### src/rtl/ccr_flag_unit.sv
// Condition code register {V,C,N,Z} beside the EX stage: masked ALU flag merge, jump-taken
// flag clear, LIFO shadow stack for nested interrupt save/restore, and a next-CCR forward.
module ccr_flag_unit #(
    parameter int SHADOW_DEPTH = 2,
    parameter int DEPTH_W      = 2
) (
    input  logic               clk,
    input  logic               rst_n,
    input  logic               alu_z,
    input  logic               alu_n,
    input  logic               alu_c,
    input  logic               alu_v,
    input  logic               flag_we,
    input  logic [3:0]         flag_mask,
    input  logic               jmp_taken,
    input  logic [1:0]         jmp_cond,
    input  logic               int_save,
    input  logic               rti_restore,
    input  logic               err_clr,
    output logic [3:0]         ccr,
    output logic [3:0]         ccr_next,
    output logic [DEPTH_W-1:0] depth,
    output logic               in_isr,
    output logic               shadow_full,
    output logic               err_overflow,
    output logic               err_underflow
);

    logic [3:0] slot [SHADOW_DEPTH];
    logic [3:0] upd;
    logic [3:0] pop_val;
    logic       push_ok;
    logic       pop_ok;
    logic       ovf_evt;
    logic       unf_evt;

    function automatic logic [3:0] merge_flags(input logic [3:0] cur,
                                               input logic [3:0] alu,
                                               input logic [3:0] mask);
        return (cur & ~mask) | (alu & mask);
    endfunction

    function automatic logic [3:0] clear_tested(input logic [3:0] f,
                                                input logic [1:0] cond);
        logic [3:0] r;
        r       = f;
        r[cond] = 1'b0;
        return r;
    endfunction

    assign in_isr      = (depth != '0);
    assign shadow_full = (depth == DEPTH_W'(SHADOW_DEPTH));

    always_comb begin
        upd = merge_flags(ccr, {alu_v, alu_c, alu_n, alu_z},
                          flag_we ? flag_mask : 4'b0000);
        // The jump clear is applied after the merge so it wins over a write to the same bit.
        if (jmp_taken)
            upd = clear_tested(upd, jmp_cond);

        pop_val = '0;
        for (int i = 0; i < SHADOW_DEPTH; i++)
            if (depth == DEPTH_W'(i + 1))
                pop_val = slot[i];

        // Simultaneous save and restore is a net-zero nesting change: no stack or error activity.
        push_ok  = int_save & ~rti_restore & ~shadow_full;
        pop_ok   = rti_restore & ~int_save & in_isr;
        ovf_evt  = int_save & ~rti_restore & shadow_full;
        unf_evt  = rti_restore & ~int_save & ~in_isr;
        ccr_next = pop_ok ? pop_val : upd;
    end

    always_ff @(posedge clk or negedge rst_n) begin
        if (!rst_n) begin
            ccr           <= '0;
            depth         <= '0;
            err_overflow  <= 1'b0;
            err_underflow <= 1'b0;
            for (int i = 0; i < SHADOW_DEPTH; i++)
                slot[i] <= '0;
        end else begin
            ccr <= ccr_next;
            if (push_ok) begin
                for (int i = 0; i < SHADOW_DEPTH; i++)
                    if (depth == DEPTH_W'(i))
                        slot[i] <= upd;
                depth <= depth + DEPTH_W'(1);
            end else if (pop_ok) begin
                depth <= depth - DEPTH_W'(1);
            end

            if (ovf_evt)
                err_overflow <= 1'b1;
            else if (err_clr)
                err_overflow <= 1'b0;

            if (unf_evt)
                err_underflow <= 1'b1;
            else if (err_clr)
                err_underflow <= 1'b0;
        end
    end

endmodule

### config.mk
export PLATFORM = sky130hd
export DESIGN_NAME = ccr_flag_unit
export DESIGN_NICKNAME = d
export VERILOG_FILES = /design/src/rtl/ccr_flag_unit.sv
export SDC_FILE = /design/constraint.sdc
export NUM_CORES = 1
export LEC_CHECK = 0
export CORE_UTILIZATION = 43
export CTS_CLUSTER_SIZE = 16
export DETAILED_ROUTE_END_ITERATION = 7
export PLACE_DENSITY = 0.77
export SETUP_SLACK_MARGIN = 0.05
export SLEW_MARGIN = 15
export SYNTH_ARGS = -nofsm -noshare
export SYNTH_HDL_FRONTEND = slang
export SYNTH_SLANG_ARGS = --single-unit
### constraint.sdc
create_clock -name clk -period 2.2 [get_ports clk]
set_input_delay 0.44 -clock clk [delete_from_list [all_inputs] [get_ports clk]]
set_output_delay 0.44 -clock clk [all_outputs]
set_load 0.02 [all_outputs]
Run 1, metal 2:
Cells faint in the background.
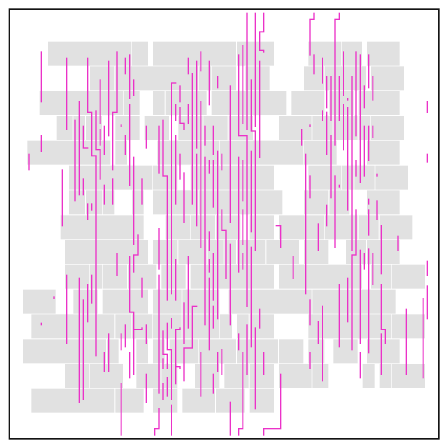
- longest straight run: 23.1 um
- share of all routed wire: 48%
- nets with wire on the layer: 132

Run 1, metal 3:
Scale bar: 10 um. Cells faint in the background.
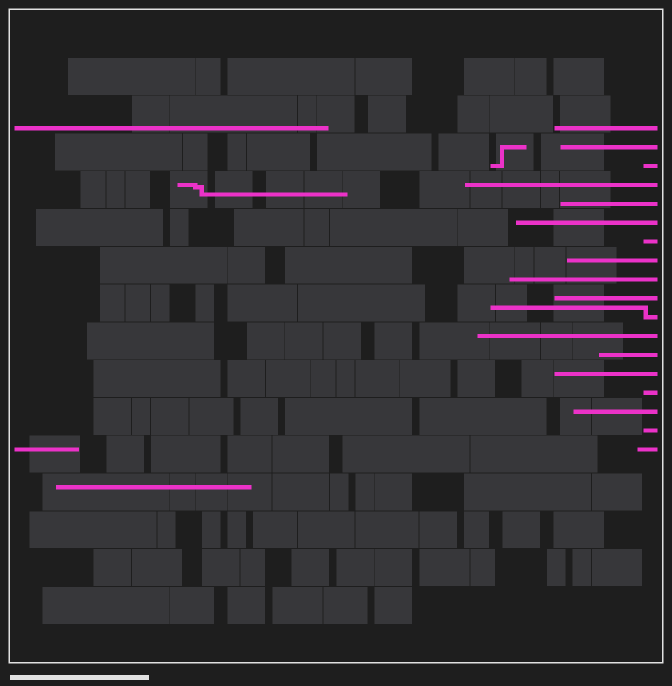
- main direction: horizontal
- nets with wire on the layer: 23
- longest straight run: 22.3 um
- share of all routed wire: 8.0%
- wire length on this layer: 170 um
vias post-DR: 808
drt total wl: 2140 um

Run 1, wiring by layer:
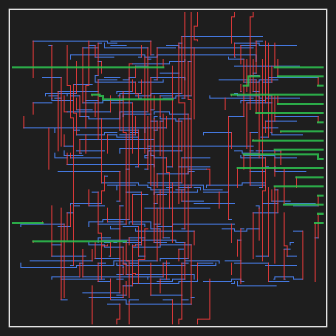
- M2: red (wire length 1040 um)
- M1: blue (wire length 933 um)
- M3: green (wire length 170 um)

==> results.py, run 1 <==
# Physical implementation metrics
metrics = {
    "synth": {
        "top_area_cell": "dfrtp_1",
        "yosys_area_um2": 868,
        "netlist_area_um2": 868,
        "yosysUniqueCellTypes": 28,
        "synthArstFlopShare": 1.00,
        "common_cells": "16 x dfrtp_1, 11 x o21ai_0, 10 x nand2_1, 7 x inv_1",
        "syn_nets": 108,
        "synthFlopType": "dfrtp_1",
        "synthTopCellsByArea": "dfrtp_1 46%, o21ai_0 6.3%, mux2i_1 4.6%",
        "synth_warnings": 0,
    },
    "critical_path": {
        "r2r_setup_slack_ns": 0.52,
        "slowest_delay_ns": 0.48,
        "r2r-start": "depth[0]$_DFFE_PN0P_",
        "cp_num_buf_inv": 2,
        "path_cells": "clkdlybuf4s50_1 -> or3b_4 -> mux2i_2 -> buf_4",
        "worst_path_max_delay_cell": "or3b_4",
        "cp-start-kind": "input port",
        "crit_start": "int_save",
        "cp.arrival_ns": 1.75,
    },
    "clock_tree": {
        "clock-sinks": 16,
        "hold_buffers": 0,
        "clk_pin_slew_ns": 0.09,
        "cts-root-buf": "clkbuf_4",
        "worstSkewPairLatency_ns": 0.28,
        "post_cts_buffers": 0,
        "htree_levels": 1,
        "cts_buffer_depth": 2,
        "cts_buffers": 3,
    },
    "power": {
        "clkPwrFrac": 0.121,
        "pg_clk_uw": 194,
        "power_leader": "combinational logic",
        "p_seq_uw": 465,
        "p_sw_frac": 0.381,
        "pwr-share-seq": 0.291,
        "power.net_switching_uw": 609,
        "power_density_nw_per_um2": 1140,
        "internal_power_uw": 987,
        "combPwrFrac": 0.588,
        "leakagePower_uw": 0.000638,
    },
    "cells_and_area": {
        "fin_cells": 158,
        "top_register": "slot",
        "largest_reg_flops": 8,
        "drive_above_1_share": 0.301,
        "reg_top3": "slot (8), ccr (4), depth (2)",
        "antennaDiodeCount": 0,
        "final_util": 0.777,
        "final_area_um2": 1400,
    },
    "sta": {
        "hold_violations": 0,
        "timing.final.crit_period_ns": 2.19,
        "setup_ws_ns": 0.0135,
        "clock_skew_ns": 0.00256,
        "worstMarginPinSlew_ns": 0.696,
        "drv_slew": 0,
        "relSlewSlack": 0.535,
        "rsz0062_at_grt": "yes",
        "fmax_mhz": 457,
        "timing.hold.ws_ns": 0.498,
        "finalCritPeriodShare": 0.994,
    },
    "floorplanning": {
        "chipArea_um2": 2200,
        "die_h_um": 46.9,
        "core_area_um2": 1800,
        "fp_util": 0.482,
        "num_rows": 15,
        "io_pins": 31,
    },
    "routing": {
        "wl_per_cell_um": 13.5,
        "drc": 0,
        "drtAntennaViolNets": 0,
        "dr.first_iter.drc_count": 8,
    },
    "flow_run": {
        "maxCapViolations": 0,
        "warnings": 31,
    },
    "run_status": {
        "status": "complete, no violations",
    },
    "placed_design": {
        "dp.cells": 154,
        "pre_cts_slack_ns": -0.571,
        "routabilityCongestion": 0.810,
        "placed_area_um2": 1280,
        "port_buffers": 30,
    },
    "grt": {
        "grt_use_total": 0.213,
        "grt-ovfl-total": 0,
        "grt_max_degree": 17,
    },
    "hold_path": {
        "min_path_type": "register to register",
    },
}
run 1: timing repair:
action                     4_1_cts  5_1_grt
gates resized                   33       10
pin swaps                        2        2
hold endpoints to repair         0        0
setup endpoints to repair        6        5
run 1: worst paths after layout:
path	cells after the start	endpoint
setup / recovery	4	ccr_next[1]
max in group asynchronous	1	depth[0]$_DFFE_PN0P_
hold / removal	2	slot[5]$_DFFE_PN0P_
hold reg to reg	2	slot[5]$_DFFE_PN0P_
min in group asynchronous	1	depth[1]$_DFFE_PN0P_
setup reg to reg	7	slot[4]$_DFFE_PN0P_
run 1: layout by cell type (no fill, tap or decap), types with 2 or more instances in the layout:
cell / count
mux2i_2: 2
clkdlybuf4s50_1: 22
nand3b_1: 2
and3_1: 4
a21boi_0: 4
buf_4: 19
nand2_1: 10
dlymetal6s2s_1: 2
clkbuf_4: 3
dfrtp_1: 16
o21ai_0: 11
ha_4: 3
inv_2: 2
o22ai_1: 3
nand4bb_1: 2
dlygate4sd2_1: 2
inv_1: 5
a22oi_1: 2
run 1: logic make-up after synthesis:
group | share of synthesized area
flip-flops | 0.461
adder cells (fa/ha/maj) | 0.0432
multiplexers | 0.0461
XOR/XNOR | 0.0101
AND-OR/OR-AND | 0.176
AND/OR/NAND/NOR | 0.193
buffers and inverters | 0.0706
run 1: layer usage:
metal	part of all wire	wire [um]	track usage	vias up
met5	0	0	0	-
met4	0	0	0.0343	0
met3	0.080	170	0.0654	0
met2	0.48	1040	0.350	26
met1	0.44	932	0.282	379
li1	-	-	-	403
run 1: layout make-up:
class,count,area (um^2),area share
Clock buffer,4,36.3,0.0259
Inverter,7,26.3,0.0188
Multi-Input combinational cell,60,489,0.349
Sequential cell,16,400,0.286
Tap cell,25,31.3,0.0223
Timing Repair Buffer,46,417,0.298
## Run 2: what changed since run 1
--- a/config.mk
+++ b/config.mk
@@ -8,8 +8,9 @@
 export CORE_UTILIZATION = 43
 export CTS_CLUSTER_SIZE = 16
 export DETAILED_ROUTE_END_ITERATION = 7
-export PLACE_DENSITY = 0.77
+export PLACE_DENSITY_LB_ADDON = 0.2
 export SETUP_SLACK_MARGIN = 0.05
+export SKIP_CTS_REPAIR_TIMING = 1
 export SLEW_MARGIN = 15
 export SYNTH_ARGS = -nofsm -noshare
 export SYNTH_HDL_FRONTEND = slang
Run 2, metal 3:
Scale bar: 10 um. Cells faint in the background.
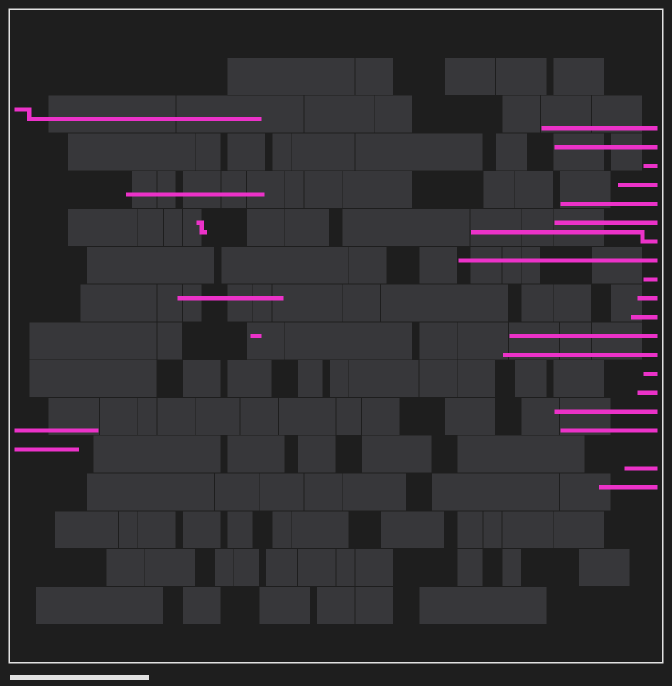
- share of all routed wire: 7.2%
- longest straight run: 16.6 um
- nets with wire on the layer: 25
- main direction: horizontal

==> results.py, run 2 <==
# Physical implementation metrics
metrics = {
    "cells_and_area": {
        "layout_top_cells": "23 x clkdlybuf4s50_1, 20 x buf_4, 16 x dfrtp_1",
        "top_register": "slot",
        "reg_top3": "slot (8), ccr (4), depth (2)",
        "drive_above_1_share": 0.293,
        "logic_area_um2": 464,
        "final_util": 0.764,
        "largest_reg_flops": 8,
    },
    "synth": {
        "synthFlopType": "dfrtp_1",
        "synthXorXnorAreaFrac": 0.0101,
        "common_cells": "16 x dfrtp_1, 11 x o21ai_0, 10 x nand2_1, 7 x inv_1",
        "topCombFamilyByArea": "simple AND/OR/NAND/NOR gates",
        "synth_warnings": 0,
        "syn_nets": 108,
        "top_area_cell": "dfrtp_1",
        "netlist_area_um2": 868,
        "fa_ha_area_frac": 0.0432,
        "synthAoiAreaFrac": 0.176,
        "yosys_area_um2": 868,
        "yosys.area_share.simple": 0.193,
    },
    "sta": {
        "fmax_mhz": 464,
        "relSlewSlack": 0.524,
        "rsz0062_at_grt": "yes",
        "drv_slew": 0,
        "finalCritPeriodShare": 0.980,
        "worstMarginPinSlew_ns": 0.712,
        "timing.final.crit_period_ns": 2.16,
        "hold_violations": 0,
    },
    "clock_tree": {
        "clock-sinks": 16,
        "worstSkewPairLatency_ns": 0.29,
        "cts-root-buf": "clkbuf_4",
        "cts_buffer_depth": 2,
        "htree_levels": 1,
    },
    "hold_path": {
        "min_path_cells": 2,
        "min_path_type": "register to register",
    },
    "critical_path": {
        "r2r-end": "slot[1]$_DFFE_PN0P_",
        "r2r_setup_slack_ns": 0.59,
        "cp-start-kind": "register",
        "slowest_delay_ns": 0.45,
        "ff2ff_path_depth": 7,
        "r2r-start": "depth[0]$_DFFE_PN0P_",
        "cp.arrival_ns": 1.72,
    },
    "flow_run": {
        "warnings": 30,
    },
    "power": {
        "combPwrFrac": 0.575,
        "clkPwrFrac": 0.128,
        "power_density_nw_per_um2": 1130,
        "power.net_switching_uw": 591,
        "pwr-share-seq": 0.297,
        "leakagePower_uw": 0.000637,
    },
    "run_status": {
        "status": "complete, no violations",
    },
    "placed_design": {
        "routabilityCongestion": 0.801,
    },
    "floorplanning": {
        "core_area_um2": 1800,
        "num_rows": 15,
        "fp_util": 0.482,
        "die_h_um": 46.9,
    },
    "routing": {
        "drtAntennaViolNets": 0,
        "drt-total-wl_um": 2130,
        "drc": 0,
        "via_count": 795,
        "dr.first_iter.drc_count": 24,
        "wl_per_cell_um": 13.5,
    },
    "grt": {
        "grt_use_total": 0.209,
    },
}
## run 2: power groups by stage
stage	combinational, uW	sequential (uW)	clock, uW
after floorplan	351	520	0
after global placement	779	455	0
after detailed placement	792	461	0
after CTS	800	456	202
after global routing	968	475	214
final	896	462	200
## run 2: stage by stage
| step | hold WS, ns | power (uW) | instance area (um^2) | worst slack [ns] | std cells |
|---|---|---|---|---|---|
| global placement | 0.462 | 1230 | 1270 | -0.481 | 152 |
| finish | 0.496 | 1560 | 1380 | 0.0436 | 158 |
| detailed placement | 0.474 | 1250 | 1270 | -0.544 | 152 |
| CTS | 0.496 | 1460 | 1310 | -0.559 | 156 |
| floorplan | 0.144 | 871 | 868 | 0.0290 | 88 |
| global route | 0.539 | 1660 | 1380 | -0.0205 | 158 |
## run 2: layout make-up
cell class | count | share of cell area
inverters | 7 | 0.0191
flip-flops and latches | 16 | 0.291
repair buffers | 46 | 0.304
well taps | 25 | 0.0227
multi-input cells | 60 | 0.337
clock buffers | 4 | 0.0264
## run 2: how the worst max path moves through the flow
stage | start | to | slack (ns) | cells after the start
after floorplan | depth[0]$_DFFE_PN0P_ | ccr_next[0] | 0.03 | 5
after global placement | rti_restore | ccr_next[0] | -0.48 | 4
after detailed placement | rti_restore | ccr_next[0] | -0.54 | 4
after CTS | rti_restore | ccr_next[0] | -0.56 | 4
after global routing | depth[1]$_DFFE_PN0P_ | ccr_next[1] | -0.02 | 7
final | depth[1]$_DFFE_PN0P_ | ccr_next[2] | 0.04 | 5
## run 2: per-layer routing
layer  GRT usage  vias up  wire length [um]
li1            -      399                 -
met1       0.254      365               935
met2       0.361       29              1030
met3      0.0538        2               152
met4      0.0686        0                15
met5           0        -                 0
## Run 3: what changed since run 2
--- a/config.mk
+++ b/config.mk
@@ -5,10 +5,13 @@
 export SDC_FILE = /design/constraint.sdc
 export NUM_CORES = 1
 export LEC_CHECK = 0
-export CORE_UTILIZATION = 43
+export CAP_MARGIN = 25
+export CORE_ASPECT_RATIO = 0.6
+export CORE_UTILIZATION = 39
 export CTS_CLUSTER_SIZE = 16
 export DETAILED_ROUTE_END_ITERATION = 7
 export PLACE_DENSITY_LB_ADDON = 0.2
+export RECOVER_POWER = 50
 export SETUP_SLACK_MARGIN = 0.05
 export SKIP_CTS_REPAIR_TIMING = 1
 export SLEW_MARGIN = 15
==> constraint.sdc (replaced) <==
create_clock -name clk -period 1.7 [get_ports clk]
set_input_delay 0.34 -clock clk [delete_from_list [all_inputs] [get_ports clk]]
set_output_delay 0.34 -clock clk [all_outputs]
set_load 0.02 [all_outputs]
Run 3, metal 3:
Scale bar: 20 um. Cells faint in the background.
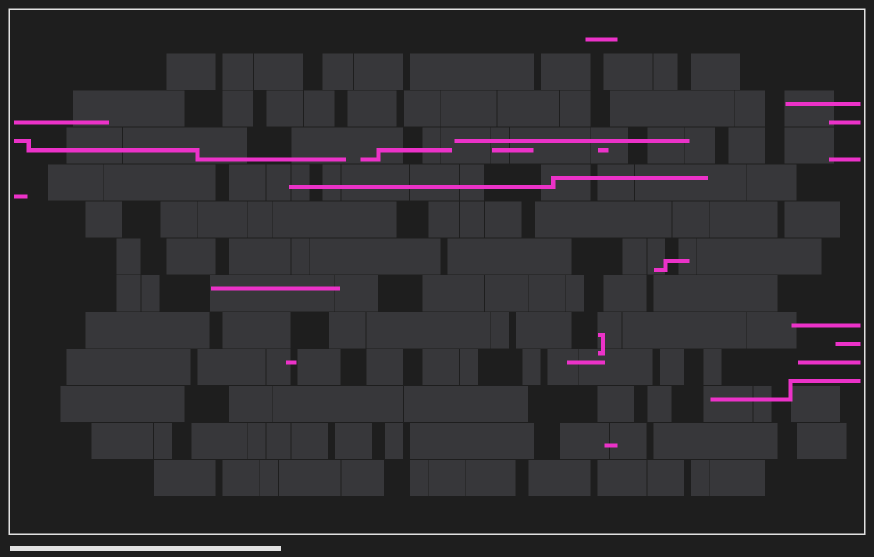
vias post-DR: 857
drt total wl: 2760 um
met3 Resource Use GR: 0.0744

==> results.py, run 3 <==
# Physical implementation metrics
metrics = {
    "run_status": {
        "status": "complete, but fails checks",
        "violations": "negative setup slack",
    },
    "floorplanning": {
        "fp_util": 0.441,
        "die_h_um": 38.6,
    },
    "routing": {
        "wl_per_cell_um": 16.9,
        "drtAntennaViolNets": 0,
        "dr.first_iter.drc_count": 34,
    },
    "placed_design": {
        "placed_area_um2": 1370,
        "routabilityCongestion": 0.781,
    },
    "cells_and_area": {
        "fin_cells": 163,
        "final_area_um2": 1490,
        "largest_reg_flops": 8,
        "logic_area_um2": 529,
        "drive_above_1_share": 0.341,
        "final_util": 0.759,
        "reg_top3": "slot (8), ccr (4), depth (2)",
    },
    "flow_run": {
        "warnings": 30,
    },
    "hold_path": {
        "min_path_type": "register to register",
    },
    "power": {
        "total_power_uw": 2290,
        "pg_comb_uw": 1320,
        "combPwrFrac": 0.575,
        "leakagePower_uw": 0.000649,
        "power_density_nw_per_um2": 1530,
        "pwr-share-seq": 0.270,
        "pg_clk_uw": 356,
        "clkPwrFrac": 0.155,
        "power.net_switching_uw": 892,
        "power_leader": "combinational logic",
    },
    "sta": {
        "drv_slew": 0,
        "hold_violations": 0,
        "finalCritPeriodShare": 1.25,
        "setup_viol": 4,
        "worstMarginPinSlew_ns": 0.897,
        "setup_ws_ns": -0.427,
        "relSlewSlack": 0.402,
    },
    "synth": {
        "top_area_cell": "dfrtp_1",
        "syn_nets": 108,
        "yosys_area_um2": 868,
        "common_cells": "16 x dfrtp_1, 11 x o21ai_0, 10 x nand2_1, 7 x inv_1",
        "netlist_area_um2": 868,
    },
    "clock_tree": {
        "clock-sinks": 16,
        "worstSkewPairLatency_ns": 0.26,
    },
    "critical_path": {
        "cp-start-kind": "input port",
        "slowest_delay_ns": 0.62,
        "cp.arrival_ns": 1.79,
    },
}
==> run 3: worst reg2reg max path, delay by kind of cell (launching register included) <==
kind	cells	cell delay [ns]
and+or+nand+nor	2	0.53
buffers and inverters	3	0.33
DFF	1	0.37
AOI/OAI and AO/OA	1	0.09
adders and majority gates	1	0.17
==> run 3: area by class of cell <==
| cell class | count | share of cell area |
|---|---|---|
| repair buffers | 48 | 0.298 |
| well taps | 28 | 0.0235 |
| multi-input cells | 60 | 0.355 |
| inverters | 7 | 0.0176 |
| flip-flops and latches | 16 | 0.270 |
| clock buffers | 4 | 0.0369 |
==> run 3: worst paths after layout <==
path | from | cells past startpoint | to | slack (ns)
worst max-delay path | flag_we | 5 | ccr_next[2] | -0.43
worst min-delay path | slot[4]$_DFFE_PN0P_ | 2 | slot[4]$_DFFE_PN0P_ | 0.51
worst max register to register | depth[0]$_DFFE_PN0P_ | 7 | slot[6]$_DFFE_PN0P_ | 0.10
worst min register to register | slot[4]$_DFFE_PN0P_ | 2 | slot[4]$_DFFE_PN0P_ | 0.51
max in group asynchronous | rst_n | 2 | depth[1]$_DFFE_PN0P_ | 0.37
min in group asynchronous | rst_n | 2 | err_overflow$_DFFE_PN0P_ | 0.71
==> run 3: routing by layer <==
| metal | vias up | global-route usage | wire length (um) |
|---|---|---|---|
| li1 | 405 | - | - |
| met1 | 417 | 0.304 | 1220 |
| met2 | 29 | 0.368 | 1340 |
| met3 | 6 | 0.0744 | 142 |
| met4 | 0 | 0.0698 | 58 |
| met5 | - | 0 | 0 |
==> run 3: kinds of logic after synthesis <==
group / synth area share
xor gates and xnor gates: 0.0101
DFF: 0.461
and+or+nand+nor: 0.193
AOI/OAI and AO/OA: 0.176
muxes: 0.0461
buffers and inverters: 0.0706
adders and majority gates: 0.0432
Power is estimated from default activity; no workload was simulated.
